### PDN straps and rails

(6 px per um) Pins as bars on the die edge.
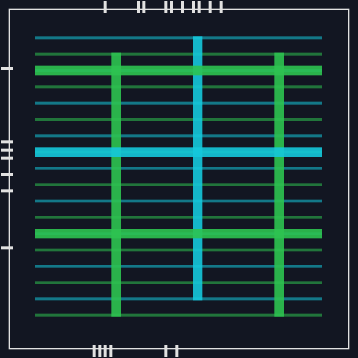
### Placement by cell class

(4 px per um) Fill, decap, tap and diode cells in grey.
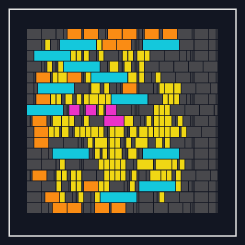
--- src/rtl/msb_scan_scheduler_if.sv ---
// Handshake bundle for msb_scan_scheduler.
//   master : request producer / index consumer side (drives in_valid, in_mask,
//            abort, out_ready)
//   slave  : the scheduler (drives in_ready, out_* and the done/status flags)
interface msb_scan_scheduler_if #(
  parameter int N = 8
);
  localparam int IW = $clog2(N);

  logic          in_valid;
  logic          in_ready;
  logic [N-1:0]  in_mask;
  logic          abort;
  logic          out_valid;
  logic          out_ready;
  logic [IW-1:0] out_index;
  logic          out_last;
  logic          done;
  logic          empty;
  logic          aborted;
  logic          busy;

  modport master (
    output in_valid, in_mask, abort, out_ready,
    input  in_ready, out_valid, out_index, out_last, done, empty, aborted, busy
  );

  modport slave (
    input  in_valid, in_mask, abort, out_ready,
    output in_ready, out_valid, out_index, out_last, done, empty, aborted, busy
  );
endinterface

--- src/rtl/msb_scan_scheduler.sv ---
// msb_scan_scheduler: accepts an N-bit request mask and issues the indices of
// its set bits one per handshake, highest first, clearing each issued bit.
// Ports:
//   clk  : clock, rising edge
//   rst  : asynchronous reset, active-high
//   bus  : slave side of msb_scan_scheduler_if
//          in_valid/in_ready/in_mask  : mask acceptance (only in IDLE)
//          abort                      : synchronous abort of a running scan
//          out_valid/out_ready        : index handshake
//          out_index/out_last         : highest pending bit / final bit flag
//          done/empty/aborted         : one-cycle completion pulse + qualifiers
//          busy                       : scan in progress
//
// state | meaning
// ------+---------------------------------------------------------------
// IDLE  | no pending bits; ready to accept a mask
// SCAN  | pending != 0; presenting highest pending bit on out_index
module msb_scan_scheduler #(
  parameter int N = 8
) (
  input  logic                 clk,
  input  logic                 rst,
  msb_scan_scheduler_if.slave  bus
);
  localparam int IW = $clog2(N);

  localparam logic [0:0] S_IDLE = 1'b0;
  localparam logic [0:0] S_SCAN = 1'b1;

  logic [0:0]    state;
  logic [N-1:0]  pending;
  logic          done_q;
  logic          empty_q;
  logic          aborted_q;

  logic [IW-1:0] hi_idx;
  logic          single_bit;
  logic [N-1:0]  hi_onehot;

  // Ascending scan so the last hit (the highest set bit) wins.
  always_comb begin
    hi_idx = '0;
    for (int i = 0; i < N; i++) begin
      if (pending[i]) hi_idx = IW'(i);
    end
  end

  // Exactly one bit set: nonzero and clearing the lowest set bit leaves zero.
  assign single_bit = (pending != '0) && ((pending & (pending - N'(1))) == '0);
  assign hi_onehot  = N'(1) << hi_idx;

  always_ff @(posedge clk or posedge rst) begin
    if (rst) begin
      state     <= S_IDLE;
      pending   <= '0;
      done_q    <= 1'b0;
      empty_q   <= 1'b0;
      aborted_q <= 1'b0;
    end else begin
      done_q    <= 1'b0;
      empty_q   <= 1'b0;
      aborted_q <= 1'b0;
      case (state)
        S_IDLE: begin
          if (bus.in_valid) begin
            if (bus.in_mask != '0) begin
              pending <= bus.in_mask;
              state   <= S_SCAN;
            end else begin
              done_q  <= 1'b1;
              empty_q <= 1'b1;
            end
          end
        end
        S_SCAN: begin
          // abort wins over a same-cycle handshake
          if (bus.abort) begin
            pending   <= '0;
            state     <= S_IDLE;
            done_q    <= 1'b1;
            aborted_q <= 1'b1;
          end else if (bus.out_ready) begin
            pending <= pending & ~hi_onehot;
            if (single_bit) begin
              state  <= S_IDLE;
              done_q <= 1'b1;
            end
          end
        end
        default: begin
          state   <= S_IDLE;
          pending <= '0;
        end
      endcase
    end
  end

  assign bus.in_ready  = (state == S_IDLE);
  assign bus.busy      = (state == S_SCAN);
  assign bus.out_valid = (state == S_SCAN);
  assign bus.out_index = hi_idx;
  assign bus.out_last  = single_bit;
  assign bus.done      = done_q;
  assign bus.empty     = empty_q;
  assign bus.aborted   = aborted_q;

endmodule

--- src/flat_wrapper.sv ---
// flat-port wrapper written by rule: the top's interface ports become plain ports
module msb_scan_scheduler_flat 
#(
  parameter int N = 8
)
  (clk, rst, bus_in_valid, bus_in_mask, bus_abort, bus_out_ready, bus_in_ready, bus_out_valid, bus_out_index, bus_out_last, bus_done, bus_empty, bus_aborted, bus_busy);
  msb_scan_scheduler_if #(.N(N)) bus_i ();
  input  logic clk;
  input  logic rst;
  input wire logic [$bits(bus_i.in_valid)-1:0] bus_in_valid;
  input wire logic [$bits(bus_i.in_mask)-1:0] bus_in_mask;
  input wire logic [$bits(bus_i.abort)-1:0] bus_abort;
  input wire logic [$bits(bus_i.out_ready)-1:0] bus_out_ready;
  output wire logic [$bits(bus_i.in_ready)-1:0] bus_in_ready;
  output wire logic [$bits(bus_i.out_valid)-1:0] bus_out_valid;
  output wire logic [$bits(bus_i.out_index)-1:0] bus_out_index;
  output wire logic [$bits(bus_i.out_last)-1:0] bus_out_last;
  output wire logic [$bits(bus_i.done)-1:0] bus_done;
  output wire logic [$bits(bus_i.empty)-1:0] bus_empty;
  output wire logic [$bits(bus_i.aborted)-1:0] bus_aborted;
  output wire logic [$bits(bus_i.busy)-1:0] bus_busy;
  assign bus_i.in_valid = bus_in_valid;
  assign bus_i.in_mask = bus_in_mask;
  assign bus_i.abort = bus_abort;
  assign bus_i.out_ready = bus_out_ready;
  assign bus_in_ready = bus_i.in_ready;
  assign bus_out_valid = bus_i.out_valid;
  assign bus_out_index = bus_i.out_index;
  assign bus_out_last = bus_i.out_last;
  assign bus_done = bus_i.done;
  assign bus_empty = bus_i.empty;
  assign bus_aborted = bus_i.aborted;
  assign bus_busy = bus_i.busy;
  msb_scan_scheduler #(.N(N)) u_core (.clk(clk), .rst(rst), .bus(bus_i));
endmodule
--- config.mk ---
export PLATFORM = sky130hd
export DESIGN_NAME = msb_scan_scheduler_flat
export DESIGN_NICKNAME = d
export VERILOG_FILES = /design/src/rtl/msb_scan_scheduler_if.sv /design/src/rtl/msb_scan_scheduler.sv /design/src/flat_wrapper.sv
export SDC_FILE = /design/constraint.sdc
export NUM_CORES = 1
export LEC_CHECK = 0
export ABC_AREA = 1
export CORE_MARGIN = 4
export CORE_UTILIZATION = 35
export DETAILED_ROUTE_END_ITERATION = 12
export PLACE_DENSITY = 0.68
export SLEW_MARGIN = 20
export SYNTH_ARGS = -nofsm -noshare
export SYNTH_HDL_FRONTEND = slang
export SYNTH_SLANG_ARGS = --single-unit
--- constraint.sdc ---
create_clock -name clk -period 3.18 [get_ports clk]
set_input_delay 0.795 -clock clk [delete_from_list [all_inputs] [get_ports clk]]
set_output_delay 0.795 -clock clk [all_outputs]
set_load 0.05 [all_outputs]
==> run summary <==
run metrics: via count=roughly 830, RSZ-0062 raised after global routing=no, Leak Pwr=0.000596 uW, first-pass GRT wire length=3260 um, CTS tree=built, Stages on worst setup path=6, Synth top area share=between 30% and 40%, nonclk buf count=22, post-synth top area cell=dfrtp_1, Leading cell kind=logic gates, drc violations=0, max reg flops=8, worst path bufs/invs=1, Hold Path Stages=2, Seq pwr share=between 20% and 30%, status=finished clean, non-clock buffer share of cell area=between 10% and 20%, Initial Utilization=36.9%, H-tree Lvls=1, Biggest register=u_core.pending, Critical Path Source=u_core.pending[3], number of enable flip-flop cells=0, vias in the first global route=about 780, most frequent cells in the layout=57 x nand2_1, 22 x inv_1, 22 x clkdlybuf4s50_1, final setup fails=0, cell mode on critical path=nand3_1, nets=~170, Main synth FF type=dfrtp_1, Area growth syn-to-layout=34.8%, Reg clk slew, reported paths=0.09 ns, via/cell ratio=4.58, Gate power share=64.3%, Buffers on Ports=22, share of cells above drive strength 1=between 10% and 20%, diode count=0, ANT nets after route=0, first drt pass iteration count=4, worst r2r src=u_core.pending[3], switching power=617 uW, hold crit path type=flop to flop, Yosys chip area=817 um2, CP peak stage delay=0.81 ns, All-Layer GR Usage=12.6%, CTS Buf Count=3, most numerous logic cell after layout=nand2_1, Comb area=approximately 420 um2, io pins=23, Pint=516 uW, DR top layer=met4, Worst Skew=around 0.0030 ns, max-cap violations=0, gpl congestion=0.816, routed wl met3=66 um, worst hold margin=0.597 ns, inverter count=23, worst-path maximum fanout=7, DPL Wire Length=between 1500 and 2000 um, Async SR Flop Fraction=100%, CP Capture Point=bus_out_last, cells after synthesis=approximately 130, Worst setup EP type=output port, Startpoint Class=flop, post-DR wirelength/cell=10.9 um, Clock buf/inv share=under 10%, worst path cell trace=nor2_4 -> nand3_1 -> nand2_1 -> nand3_1 -> nor2_2 -> clkdlybuf4s50_1, Crit Path Class=flop to output port, Ys Warns=0, crit path max-delay cell type=clkdlybuf4s50_1, post-route minimum period=2.93 ns
Back to the opening pictures, 'PDN straps and rails':
legend:
  cyan:
    net: VDD
  green:
    net: VSS
met5 straps: 3
met1 rails: 18
rows: 17
worst vdd rail ir drop: 0.496 mV
Die Wd: 56.3 um
Die Ht: 56.3 um
core box area: 2210 um2

Back to the opening pictures, 'Placement by cell class':
legend:
  cyan:
    class: flip-flops
    cells: 12
    share_of_their_area: 28%
  magenta:
    class: clock drivers and dummy loads
    cells: 4
    share_of_their_area: 3.4%
  orange:
    class: other buffers and delay cells
    cells: 22
    share_of_their_area: 21%
  yellow:
    class: all other logic
    cells: 116
    share_of_their_area: 48%
cell area after layout: 1100 um2
row count: 17
sequential cell area share: 27.3%
Util after Layout: 49.8%

==> kinds of logic (layout without fill, tap and decap cells) <==
| family | Yosys count | in the layout | synth area share [%] |
|---|---|---|---|
| and+or+nand+nor | 85 | 85 | 45.5 |
| buffers and inverters | 24 | 49 | 11.5 |
| AOI/OAI and AO/OA | 8 | 8 | 6.28 |
| DFF | 12 | 12 | 36.8 |
==> layer usage <==
layer  vias to the layer above  global-route usage (%)
met5                         -                       0
met1                       381                    15.8
li1                        437                       -
met2                        13                    22.2
met3                         2                    2.76
met4                         0                    2.71
==> power groups by stage <==
stage / combinational, uW / sequential (uW) / clock, uW
6_report: 728 / 280 / 124
3_5_place_dp: 727 / 281 / 0
5_1_grt: 796 / 289 / 131
2_1_floorplan: 502 / 306 / 0
3_3_place_gp: 723 / 279 / 0
4_1_cts: 730 / 279 / 127
Power figures rest on the tool's default switching activity, not on a simulated workload.
